Figure 1. Supply network.
(6 px per um) Pins as bars on the die edge. Tap cells in gray.
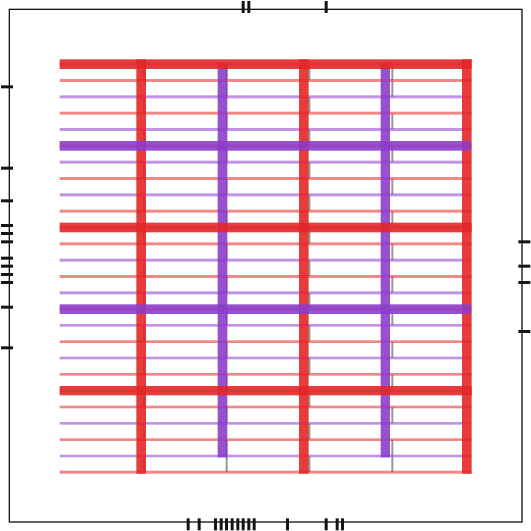
Figure 2. Cells colored by class.
(6 px per um) Fill, decap, tap and diode cells in gray.
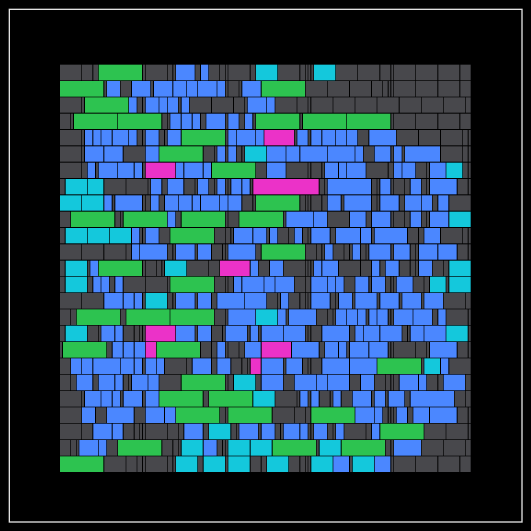
Figure 3. Clock distribution.
(4 px per um)
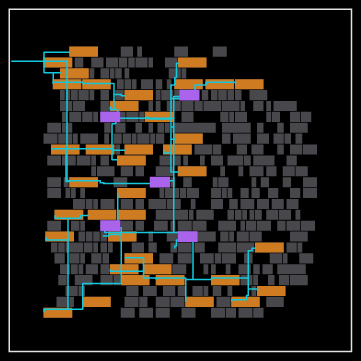
==> src/rtl/pwm_drive_scheduler_if.sv <==
// Command/status bundle between the PWM drive scheduler and its surroundings.
// The master side supplies host/RC/pause commands; the slave side returns the width and status.
interface pwm_drive_scheduler_if;
  logic [7:0] host_width;
  logic       host_strobe;
  logic       rc_valid;
  logic [7:0] rc_width;
  logic       pause;
  logic [7:0] width;
  logic       frame_tick;
  logic [1:0] source;
  logic       at_target;

  modport master (
    output host_width, host_strobe, rc_valid, rc_width, pause,
    input  width, frame_tick, source, at_target
  );

  modport slave (
    input  host_width, host_strobe, rc_valid, rc_width, pause,
    output width, frame_tick, source, at_target
  );
endinterface

==> src/rtl/pwm_drive_scheduler.sv <==
// Picks the width command for one PWM channel from host, RC or neutral, slews it once per
// frame, and owns the frame timebase; the source output doubles as the visible FSM state.
module pwm_drive_scheduler #(
  parameter int FRAME_CYCLES        = 5100,
  parameter int NEUTRAL             = 127,
  parameter int SLEW_STEP           = 8,
  parameter int HOST_TIMEOUT_FRAMES = 25,
  parameter int RC_OVERRIDE         = 1
) (
  input  logic                  clk_255kHz,
  input  logic                  reset,
  pwm_drive_scheduler_if.slave  bus
);

  localparam int CW = (FRAME_CYCLES > 1) ? $clog2(FRAME_CYCLES) : 1;
  localparam int TW = $clog2(HOST_TIMEOUT_FRAMES + 1);
  localparam logic [CW-1:0] LAST_COUNT = CW'(FRAME_CYCLES - 1);
  localparam logic [TW-1:0] TMO_MAX    = TW'(HOST_TIMEOUT_FRAMES);
  localparam logic [7:0]    NEUTRAL_W  = 8'(NEUTRAL);
  localparam logic [7:0]    STEP_W     = 8'(SLEW_STEP);

  localparam logic [1:0] SRC_NEUTRAL = 2'd0;
  localparam logic [1:0] SRC_HOST    = 2'd1;
  localparam logic [1:0] SRC_RC      = 2'd2;
  localparam logic [1:0] SRC_PAUSED  = 2'd3;

  logic [CW-1:0] count_q, count_d;
  logic          tick_q, tick_d;
  logic [7:0]    host_target_q, host_target_d;
  logic          host_stale_q, host_stale_d;
  logic [TW-1:0] tmo_q, tmo_d;
  logic [1:0]    src_q, src_d;
  logic [7:0]    width_q, width_d;

  logic [7:0]        target;
  logic signed [8:0] diff;
  logic [8:0]        mag;
  logic [7:0]        slewed;

  always_comb begin
    target = NEUTRAL_W;
    case (src_q)
      SRC_HOST: target = host_target_q;
      SRC_RC:   target = bus.rc_width;
      default:  target = NEUTRAL_W;
    endcase
  end

  // The clamp to target is what keeps the ramp inside 0..255; no wrap can occur.
  always_comb begin
    diff = $signed({1'b0, target}) - $signed({1'b0, width_q});
    mag  = diff[8] ? $unsigned(-diff) : $unsigned(diff);
    if (mag <= {1'b0, STEP_W}) begin
      slewed = target;
    end else if (diff[8]) begin
      slewed = width_q - STEP_W;
    end else begin
      slewed = width_q + STEP_W;
    end
  end

  always_comb begin
    count_d = (count_q == LAST_COUNT) ? '0 : count_q + 1'b1;
    tick_d  = (count_d == LAST_COUNT);

    host_target_d = host_target_q;
    host_stale_d  = host_stale_q;
    tmo_d         = tmo_q;
    if (bus.host_strobe) begin
      host_target_d = bus.host_width;
      host_stale_d  = 1'b0;
      tmo_d         = '0;
    end else if (tick_q) begin
      if (tmo_q != TMO_MAX) tmo_d = tmo_q + 1'b1;
      if (tmo_d == TMO_MAX) host_stale_d = 1'b1;
    end

    if (bus.pause) begin
      src_d = SRC_PAUSED;
    end else if (bus.rc_valid && ((RC_OVERRIDE != 0) || host_stale_q)) begin
      src_d = SRC_RC;
    end else if (!host_stale_q) begin
      src_d = SRC_HOST;
    end else begin
      src_d = SRC_NEUTRAL;
    end

    // Width only moves on the tick edge so it is stable when the generator latches at count 0.
    if (src_q == SRC_PAUSED) begin
      width_d = NEUTRAL_W;
    end else if (tick_q) begin
      width_d = slewed;
    end else begin
      width_d = width_q;
    end
  end

  always_ff @(posedge clk_255kHz) begin
    if (reset) begin
      count_q       <= '0;
      tick_q        <= 1'b0;
      host_target_q <= NEUTRAL_W;
      host_stale_q  <= 1'b1;
      tmo_q         <= '0;
      src_q         <= SRC_NEUTRAL;
      width_q       <= NEUTRAL_W;
    end else begin
      count_q       <= count_d;
      tick_q        <= tick_d;
      host_target_q <= host_target_d;
      host_stale_q  <= host_stale_d;
      tmo_q         <= tmo_d;
      src_q         <= src_d;
      width_q       <= width_d;
    end
  end

  assign bus.width      = width_q;
  assign bus.frame_tick = tick_q;
  assign bus.source     = src_q;
  assign bus.at_target  = (width_q == target);

endmodule

==> src/flat_wrapper.sv <==
// flat-port wrapper written by rule: the top's interface ports become plain ports
module pwm_drive_scheduler_flat 
#(
  parameter int FRAME_CYCLES        = 5100,
  parameter int NEUTRAL             = 127,
  parameter int SLEW_STEP           = 8,
  parameter int HOST_TIMEOUT_FRAMES = 25,
  parameter int RC_OVERRIDE         = 1
)
  (clk_255kHz, reset, bus_host_width, bus_host_strobe, bus_rc_valid, bus_rc_width, bus_pause, bus_width, bus_frame_tick, bus_source, bus_at_target);
  pwm_drive_scheduler_if bus_i ();
  input  logic clk_255kHz;
  input  logic reset;
  input wire logic [$bits(bus_i.host_width)-1:0] bus_host_width;
  input wire logic [$bits(bus_i.host_strobe)-1:0] bus_host_strobe;
  input wire logic [$bits(bus_i.rc_valid)-1:0] bus_rc_valid;
  input wire logic [$bits(bus_i.rc_width)-1:0] bus_rc_width;
  input wire logic [$bits(bus_i.pause)-1:0] bus_pause;
  output wire logic [$bits(bus_i.width)-1:0] bus_width;
  output wire logic [$bits(bus_i.frame_tick)-1:0] bus_frame_tick;
  output wire logic [$bits(bus_i.source)-1:0] bus_source;
  output wire logic [$bits(bus_i.at_target)-1:0] bus_at_target;
  assign bus_i.host_width = bus_host_width;
  assign bus_i.host_strobe = bus_host_strobe;
  assign bus_i.rc_valid = bus_rc_valid;
  assign bus_i.rc_width = bus_rc_width;
  assign bus_i.pause = bus_pause;
  assign bus_width = bus_i.width;
  assign bus_frame_tick = bus_i.frame_tick;
  assign bus_source = bus_i.source;
  assign bus_at_target = bus_i.at_target;
  pwm_drive_scheduler #(.FRAME_CYCLES(FRAME_CYCLES), .NEUTRAL(NEUTRAL), .SLEW_STEP(SLEW_STEP), .HOST_TIMEOUT_FRAMES(HOST_TIMEOUT_FRAMES), .RC_OVERRIDE(RC_OVERRIDE)) u_core (.clk_255kHz(clk_255kHz), .reset(reset), .bus(bus_i));
endmodule
==> config.mk <==
export PLATFORM = sky130hd
export DESIGN_NAME = pwm_drive_scheduler_flat
export DESIGN_NICKNAME = d
export VERILOG_FILES = /design/src/rtl/pwm_drive_scheduler_if.sv /design/src/rtl/pwm_drive_scheduler.sv /design/src/flat_wrapper.sv
export SDC_FILE = /design/constraint.sdc
export NUM_CORES = 1
export LEC_CHECK = 0
export ABC_CLOCK_PERIOD_IN_PS = 4600
export CORE_MARGIN = 8
export CORE_UTILIZATION = 54
export DETAILED_ROUTE_END_ITERATION = 6
export PLACE_DENSITY = 0.75
export REMOVE_ABC_BUFFERS = 1
export SYNTH_ARGS = -nofsm -noshare
export SYNTH_HDL_FRONTEND = slang
export SYNTH_SLANG_ARGS = --single-unit
==> constraint.sdc <==
create_clock -name clk_255kHz -period 4.6 [get_ports clk_255kHz]
set_input_delay 0.92 -clock clk_255kHz [delete_from_list [all_inputs] [get_ports clk_255kHz]]
set_output_delay 0.92 -clock clk_255kHz [all_outputs]
set_load 0.01 [all_outputs]
==> flow.log <==
[metrics] run summary
[metrics] destination of the critical timing path: u_core.bus.width[7]
[metrics] area inside the core boundary: 4660 um^2
[metrics] outcome: finished, final reports clean
[metrics] GR Util All Layers: 16.8%
[metrics] maximum single-stage delay on the critical path: 0.47 ns
[metrics] Layout clock area frac: 3.58%
[metrics] global-route wire length before repair: 9980 um
[metrics] total half-perimeter wirelength after legalization and detailed placement: 4390 um
[metrics] required time at the endpoint of the critical path: 4.84 ns
[metrics] Non-Clock Inverter Count: 18
[metrics] Crit Path Category: in2reg
[metrics] Vias/cell: roughly 5.9
[metrics] share of the clock period used by the worst path after layout: 89.7%
[metrics] endpoint arrival time on the critical path: 4.37 ns
[metrics] vias in the first global route: 2,199
[metrics] total internal power: about 610 uW
[metrics] Simple-Gate Area Share: a little under a quarter
[metrics] flip-flop and latch count after synthesis: 38
[metrics] remaining antenna violation count after routing: 0
[metrics] chip area in the Yosys report: ~2600 um^2
[metrics] routed wire length: approximately 6000 um
[metrics] total power after layout: approximately 870 uW
[metrics] Filler Cells Inserted: 399
[metrics] top cell class by occupied area: logic gates
[metrics] sw power: 259 uW
## Picture notes: Figure 1
| net | color |
|---|---|
| VDD | purple |
| VSS | red |
met4 straps: 5
met5 straps: 5
rows: 25
tap cells: 54
met1 rails: 26

## Picture notes: Figure 2
| class | color | cells |
|---|---|---|
| other buffers and delay cells | cyan | 36 |
| flops | green | 38 |
| all other logic | blue | 255 |
| clock drivers and dummy loads | magenta | 8 |

## Picture notes: Figure 3
[clock wires] cyan | length: 489 um
[cells driving clock nets] purple | count: 5
[flip-flops] orange | count: 38
routed clock nets: 6

-- state kept, by name, indices dropped and copies added (netlist names) --
name                   cells
u_core.count_q            13
u_core.bus.width           8
u_core.host_target_q       8
u_core.tmo_q               5
u_core.bus.source          2
u_core.bus.frame_tick      1
u_core.host_stale_q        1
-- layout by cell type, fill, tap and decap left out, types with 4 or more instances in the layout --
master / count
a211o_1: 7
a211oi_1: 4
a21oi_1: 9
a221o_1: 5
a31oi_1: 4
and3_1: 5
buf_4: 4
clkbuf_8: 5
clkdlybuf4s50_1: 32
dfxtp_1: 38
ha_1: 19
inv_1: 18
mux2i_1: 5
nand2_1: 15
nand3_1: 10
nand4_1: 7
nor2_1: 38
nor2b_1: 11
nor3_1: 9
nor3b_1: 5
o211ai_1: 5
o21ai_0: 5
o21ai_1: 4
xnor2_1: 11
xor2_1: 13
Power is estimated from default activity; no workload was simulated.
